## src/rtl/serial_word_collector.sv

```systemverilog
// serial_word_collector: MSB-first serial-to-parallel word collector with valid/ready handshakes.
// Define PARITY_EN to append one even-parity bit to each frame.
module serial_word_collector #(
    parameter int WIDTH = 4
) (
    input  logic             clock,
    input  logic             reset_,
    input  logic             serialIn,
    input  logic             serialValid,
    output logic             serialReady,
    output logic [WIDTH-1:0] parallelOut,
    output logic             wordValid,
    input  logic             wordReady,
    output logic             parityError,
    output logic [4:0]       bitCount
);
`ifdef PARITY_EN
    localparam int FRAME = WIDTH + 1;
    localparam bit PARITY = 1'b1;
`else
    localparam int FRAME = WIDTH;
    localparam bit PARITY = 1'b0;
`endif
    localparam logic [4:0] LAST = 5'(FRAME - 1);
    typedef enum logic {COLLECT, HOLD} stateType;
    stateType state;
    logic [WIDTH-1:0] shift;
    assign serialReady = reset_ && state == COLLECT;
    assign wordValid = state == HOLD;
    // With parity the final bit is the check bit, so the word is already complete in shift.
    always_ff @(posedge clock) begin
        if (!reset_) begin
            state <= COLLECT;
            shift <= '0;
            bitCount <= '0;
            parallelOut <= '0;
        end else if (state == HOLD) begin
            if (wordReady) state <= COLLECT;
        end else if (serialValid) begin
            shift <= {shift[WIDTH-2:0], serialIn};
            if (bitCount == LAST) begin
                bitCount <= '0;
                state <= HOLD;
                parallelOut <= PARITY ? shift : {shift[WIDTH-2:0], serialIn};
            end else begin
                bitCount <= bitCount + 5'd1;
            end
        end
    end
`ifdef PARITY_EN
    logic parAcc;
    always_ff @(posedge clock) begin
        if (!reset_) begin
            parAcc <= 1'b0;
            parityError <= 1'b0;
        end else if (state == COLLECT && serialValid) begin
            parAcc <= (bitCount == LAST) ? 1'b0 : parAcc ^ serialIn;
            if (bitCount == LAST) parityError <= parAcc ^ serialIn;
        end
    end
`else
    assign parityError = 1'b0;
`endif
endmodule
```

## config.mk

```make
export PLATFORM = sky130hd
export DESIGN_NAME = serial_word_collector
export DESIGN_NICKNAME = d
export VERILOG_FILES = /design/src/rtl/serial_word_collector.sv
export SDC_FILE = /design/constraint.sdc
export NUM_CORES = 1
export LEC_CHECK = 0
export CAP_MARGIN = 20
export CORE_AREA = 2 2 39 41
export CTS_BUF_LIST = sky130_fd_sc_hd__clkbuf_4
export DETAILED_ROUTE_END_ITERATION = 6
export DIE_AREA = 0 0 41 43
export DONT_BUFFER_PORTS = 1
export GPL_ROUTABILITY_DRIVEN = 0
export PLACE_DENSITY = 0.56
export SLEW_MARGIN = 10
export SYNTH_ARGS = -nofsm -noshare
export SYNTH_HDL_FRONTEND = slang
export SYNTH_SLANG_ARGS = --single-unit
```

## constraint.sdc

```tcl
create_clock -name clock -period 1.64 [get_ports clock]
set_input_delay 0.328 -clock clock [delete_from_list [all_inputs] [get_ports clock]]
set_output_delay 0.328 -clock clock [all_outputs]
set_load 0.005 [all_outputs]
```

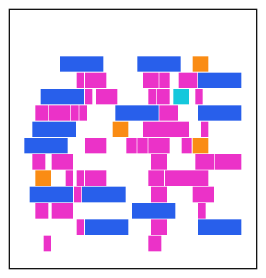
*Cell classes on the final placement, run 1*
Scale: 6 px per micron.
colour	class	cells	share of their area
blue	flip-flops	13	43%
cyan	other buffers and delay cells	1	1.2%
magenta	all other logic	42	51%
orange	clock drivers and dummy loads	4	5.0%
core area: 0.001384 sq mm
Util after Layout: 45.21%

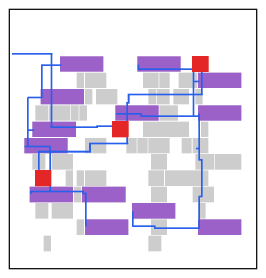
*Clock network drawn from the DEF, run 1*
Scale: 6 px per micron.
[purple] flip-flops | count: 13
[blue] clock wires | length: 192 microns
[red] cells driving clock nets | count: 3
routed clock nets	4
flops lie	widely spread
Worst-Skew Late Latency: 280 ps
clock share of power: 36.8%
Clk. pwr: 216 uW
clock skew: 9.688 ps

==> out/metrics.csv, run 1 <==
metric;value;unit
status;finished clean;
cts_num_sinks;13;
holdBufCountCts;0;
critPathTopFamily;simple AND/OR/NAND/NOR gates;
min_period;1450;ps
period_used_share;88.43;%
cp.required;1850;ps
cts_made_buffers;3;
fin_nets;67;
syn_area_per_cell;10.07;sq um
crit_slowest_cell;dfxtp_1;
power_density;941.3;mW/mm^2
die_area;0.001763;sq mm
routed_wl;972;microns
finalHoldViolations;0;
place_inst;72;
grt_overflow_total;0;
ys_types;23;
openroad.warnings;26;
grt_max_degree;17;
grt_pass1_vias;350;
wire_per_inst;12.79;microns
setup_tns;0;ps
setup_viol;0;
hold_class;in2reg;
yosysWarnings;0;
cts-root-buf;clkbuf_4;
crit_buf_inv;0;
hold_ws;157.8;ps
grt_util_all_layers;13.12;%
ys_seq_share;44.54;%
antenna_left;0;
grt_pass1_wl;1.435;mm
ys_ff;13;
die_w;41;microns
fmax;0.6895;GHz
antenna_cells;0;
vdd_ir_drop_max;0.0004357;V
final_common_cell;dfxtp_1;
post-cts-setup-buffers;0;
drive_gt1_share;11.67;%
hpwlAfterDp;692.2;microns
drc_errors;0;
maxSlewViolCount;0;
finalPower;588.9;uW
drt_iter0_markers;2;
max_stage_delay;410;ps
crit_type;reg2reg;
ys_cells;58;
fp_nets;64;
syn_area;584.3;sq um
grt_setup_unrepaired;false;
htree_levels;1;
crit_chain;ha_1 > nand3b_4 > nor4_4 > mux2i_1;
stdcell_count;76;
cts_resized;0;
lay_top_cells;dfxtp_1, mux2i_1, nand2_1;
cp.arrival;1660;ps
ff2ff_setup_slack;190;ps
max_cap_viol_count;0;
postSynthCellCount;58;
p_leak;0.0002476;uW
vias;385;
ios;17;
cts_tree;yes;
fp.dieH;43;microns
antenna_found_initial;0;
dr.pass1.iters;2;
clk_path_buf_depth;2;
setup.worst_path.start_class;register;
routed_via_density;5.066;
path_max_fanout;6;
area_growth;7.066;%
initCoreUtil;42.22;%
yosysChipArea;584.3;sq um
worst_setup_path_end_kind;register;
clkSlewWorstSetupHoldPaths;80;ps
port_buffers;0;
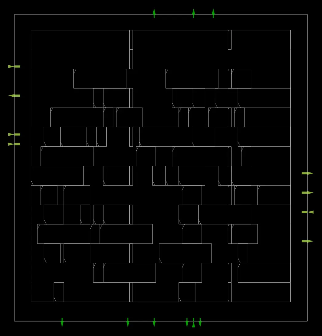
*Placed standard cells, run 1*
Seq area share: 41.60%
Rows: 14

==> run 1: state kept, by name, summed over array words and instances (netlist names) <==
signal,flops
bitCount,5
parallelOut,4
shift,3
wordValid,1
==> run 1: logic make-up (layout without fill, tap and decap cells) <==
logic type	after synthesis	in the layout	synth area share, %
AND-OR/OR-AND	5	5	5.783
XOR/XNOR	2	2	2.998
adder cells (fa/ha/maj)	1	1	2.141
buffers and inverters	3	5	2.783
flip-flops	13	13	44.54
multiplexers	9	9	15.42
other	1	1	0.6418
AND/OR/NAND/NOR	24	24	25.69
==> run 1: routing by layer <==
layer | GRT usage (%) | vias up | part of all wire, %
li1 | - | 201 | -
met1 | 12.09 | 170 | 41
met2 | 19.38 | 12 | 50
met3 | 9.948 | 2 | 7.7
met4 | 8.000 | 0 | 1.2
met5 | 0 | - | 0
==> run 1: report_power, final <==
part           internal (uW)  switching (uW)
clock                    111             105
combinational           20.1            16.6
sequential               325            10.9
==> run 1: path summary, 6_finish.rpt <==
path / start / end / cells after the start
worst max-delay path: bitCount[0] / parallelOut[3] / 4
worst min-delay path: reset_ / wordValid / 1
worst max register to register: bitCount[0] / parallelOut[3] / 4
worst min register to register: parallelOut[0] / parallelOut[0] / 2
==> run 1: synthesized netlist by cell type (all sizes together) <==
library cell  instances  area, sq um
o41ai                 1        8.760
dfxtp                13        260.3
xor2                  1        8.760
nor4                  1        21.27
nor2b                 4        25.02
a21boi                1        7.510
ha                    1        12.51
or3                   1        6.260
xnor2                 1        8.760
nor3                  1        5.000
o21ai                 2        10.01
nor2                  3        11.26
clkbuf                1        3.750
buf                   2        12.51
and2b                 2        15.01
nand3b                2        27.53
conb                  1        3.750
nand3                 1        5.000
nand2                 9        33.78
o21a                  1        7.510
mux2i                 9        90.09
==> run 1: final cells by class <==
class                   count  area (sq um)
clock buffers               4         30.03
fillers                   132         758.2
multi-input cells          42         307.8
flip-flops and latches     13         260.3
well taps                  16         20.02
repair buffers              1         7.507
==> run 1: stage by stage <==
stage               instance area, sq um  setup WS, ps
finish                             625.6         189.7
CTS                                625.6         131.7
detailed placement                 595.6         182.1
global route                       625.6         36.16
floorplan                          584.3         349.2
global placement                   595.6         228.5
==> inputs of run 2 (changes only) <==
--- a/config.mk
+++ b/config.mk
@@ -6,13 +6,12 @@
 export NUM_CORES = 1
 export LEC_CHECK = 0
 export CAP_MARGIN = 20
-export CORE_AREA = 2 2 39 41
+export CORE_UTILIZATION = 30
 export CTS_BUF_LIST = sky130_fd_sc_hd__clkbuf_4
 export DETAILED_ROUTE_END_ITERATION = 6
-export DIE_AREA = 0 0 41 43
 export DONT_BUFFER_PORTS = 1
 export GPL_ROUTABILITY_DRIVEN = 0
-export PLACE_DENSITY = 0.56
+export PLACE_DENSITY = 0.43
 export SLEW_MARGIN = 10
 export SYNTH_ARGS = -nofsm -noshare
 export SYNTH_HDL_FRONTEND = slang
==> constraint.sdc (replaced) <==
create_clock -name clock -period 1.3 [get_ports clock]
set_input_delay 0.26 -clock clock [delete_from_list [all_inputs] [get_ports clock]]
set_output_delay 0.26 -clock clock [all_outputs]
set_load 0.005 [all_outputs]
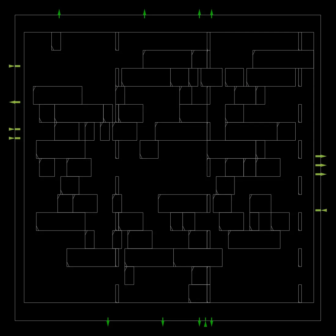
*Placed standard cells, run 2*
final non-filler cell total: 88
Tapcells: 25
Util after Layout: 38.04%

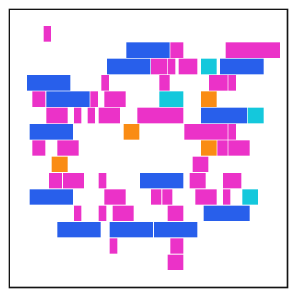
*Cell classes on the final placement, run 2*
Scale: 6 px per micron.
colour	class	cells	share of their area
orange	clock drivers and dummy loads	4	4.6%
cyan	other buffers and delay cells	4	5.2%
blue	flip-flops	13	41%
magenta	all other logic	42	50%
fin area: 678.2 sq um
Seq area share: 38.75%
core area: 0.001783 sq mm

==> out/metrics.csv, run 2 <==
metric;value;unit;change
status;finished clean;;
r2r-end;bitCount[4];;
ys_types;23;;unchanged
lay_top_cells;dfxtp_1, mux2i_1, nand2_1;;
grt_pass1_wl;1.704;mm;+19%
power_density;1126;mW/mm^2;+20%
cts_tree;yes;;
p_leak;0.0002631;uW;+6.3%
grt_util_all_layers;11.74;%;-1.4 points
fp_nets;64;;unchanged
fillers;187;;+42%
clkSlewWorstSetupHoldPaths;80;ps;about the same
ys_cells;58;;unchanged
cts_num_sinks;13;;unchanged
fmax;0.8263;GHz;+20%
topCellsByArea;dfxtp_1, mux2i_1, nand2_1;;
rows;15;;+1
drt_iter0_markers;0;;-2
finalHoldViolations;0;;unchanged
cts_made_buffers;3;;unchanged
min_period;1210;ps;-240.0 ps
openroad.warnings;26;;unchanged
maxSlewViolCount;0;;unchanged
top_area_cell;dfxtp_1;;
yosysChipArea;584.3;sq um;unchanged
routed_via_density;4.750;;-6.2%
mux_area_share;15.42;%;unchanged
crit_chain;ha_4 > nand3b_4 > or3_1 > a21boi_0;;
ff2ff_setup_slack;90;ps;-100 ps
period_used_share;93.10;%;+4.7 points
largest_register_ffs;5;;unchanged
skew;3.832;ps;-5.857 ps
setup_tns;0;ps;unchanged
r2r_cells;4;;unchanged
hold-path-cell-count;1;;unchanged
ys_ff;13;;unchanged
grt_overflow_total;0;;unchanged
vdd_ir_drop_max;0.0005146;V;+18%
ff_type;dfxtp_1;;
crit_type;reg2reg;;
ys_sh_simple;25.70;%;unchanged
grt_pass1_vias;401;;+15%
postSynthCellCount;58;;unchanged
ios;17;;unchanged
post-cts-setup-buffers;0;;unchanged
setup_viol;0;;unchanged
finalPower;763.6;uW;+30%
die_area;0.002128;sq mm;+21%
synthAdderAreaFrac;2.141;%;unchanged
drc_errors;0;;unchanged
max_flop_register;bitCount;;
antenna_left;0;;unchanged
top_regs;bitCount: 5 flops, parallelOut: 4 flops, shift: 3 flops;;
crit_slowest_cell;dfxtp_2;;
ys_seq_share;44.54;%;unchanged
insertion_delay;270;ps;about the same
routed_wl;1.068;mm;+9.9%
antenna_found_initial;0;;unchanged
dr.pass1.iters;1;;-1
cp.required;1500;ps;-350 ps
hold_ws;99.16;ps;-58.65 ps
cp.arrival;1410;ps;-250 ps
clk_path_buf_depth;2;;unchanged
syn_area_per_cell;10.07;sq um;unchanged
port_buffers;0;;unchanged
initCoreUtil;32.77;%;-9.5 points
hold_class;in2reg;;
yosysMostFrequentCell;dfxtp_1;;
setup.worst_path.start_class;register;;
max_stage_delay;360;ps;-50 ps
wire_per_inst;12.14;microns;-5.1%
grt_max_degree;17;;unchanged
worst_setup_path_end_kind;register;;
crit-reg2reg-launch;bitCount[1];;
synth-async-reset-ratio;0;%;unchanged
edf_count;0;;unchanged
yosys-top-cells-count;dfxtp_1, mux2i_1, nand2_1, nor2b_1, nor2_1;;
vias;418;;+8.6%
htree_levels;1;;unchanged
cts-root-buf;clkbuf_4;;
drive_gt1_share;20.63;%;+9.0 points
top_area_share;44.54;%;unchanged
hpwlAfterDp;755;microns;+9.1%
die_w;46.13;microns;+13%
path_max_fanout;5;;-1
area_growth;16.06;%;
fp.dieH;46.13;microns;+7.3%
fin_nets;70;;+4.5%
syn_area;584.3;sq um;unchanged
compound_area_share;5.782;%;unchanged
grt_setup_unrepaired;false;;
crit_buf_inv;0;;unchanged
critPathTopFamily;simple AND/OR/NAND/NOR gates;;
final_common_cell;dfxtp_1;;
antenna_cells;0;;unchanged
max_cap_viol_count;0;;unchanged
yosysWarnings;0;;unchanged
hold_end;wordValid;;
hp-start;reset_;;
top_logic_kind;simple AND/OR/NAND/NOR gates;;
ys_sh_xor;2.998;%;unchanged
-- run 2: worst reg2reg max path, cell delays in order, from the launching register on --
cell      delay, ps
dfxtp_2         360
ha_4            150
nand3b_4        110
or3_1           360
a21boi_0        170
-- run 2: worst max-delay path by stage --
stage,startpoint,endpoint,slack (ps),cells past startpoint
after global placement,bitCount[0],bitCount[0],40,5
after detailed placement,bitCount[0],parallelOut[2],50,5
final,bitCount[1],bitCount[4],90,4
after CTS,bitCount[0],parallelOut[2],20,5
after floorplan,bitCount[0],parallelOut[0],9,4
after global routing,bitCount[0],parallelOut[2],10,5
-- run 2: what timing repair did --
item                                   CTS  global route
setup endpoints to repair                0             8
hold buffers                             0             0
gates resized                            0             5
endpoints found under the hold margin    0             0
-- run 2: cell families after synthesis --
logic type | count (synthesis)
fa+ha+maj | 1
buf+inv | 3
mux | 9
simple gates | 24
compound gates | 5
flops | 13
other cells | 1
xor+xnor | 2
-- run 2: where the power goes --
group | internal (uW) | switching [uW]
clock network | 140 | 134
logic | 38.0 | 28.4
registers | 411 | 12.1
total | 589 | 175
-- run 2: through the flow --
step	cell area [sq um]	std cells	setup slack, ps
3_5_place_dp	629.4	84	52.61
6_report	678.2	88	89.71
2_1_floorplan	584.3	58	9.239
3_3_place_gp	629.4	84	43.39
5_1_grt	678.2	88	12.15
4_1_cts	659.4	88	20.14
-- run 2: layout make-up --
type                            count  area (sq um)  area share (%)
Timing Repair Buffer                4         33.78           4.982
Clock buffer                        4         30.03           4.428
Tap cell                           25         31.28           4.613
Multi-Input combinational cell     42         320.3           47.23
Sequential cell                    13         262.8           38.75
-- run 2: layer usage --
| layer | up-vias | global-route usage [%] | wire length (microns) |
|---|---|---|---|
| met3 | 2 | 7.059 | 80 |
| met2 | 11 | 16.90 | 534 |
| met5 | - | 0 | 0 |
| met1 | 198 | 13.81 | 442 |
| li1 | 207 | - | - |
| met4 | 0 | 5.294 | 10 |
No activity file was given, so power comes from the tool's default toggle rates.
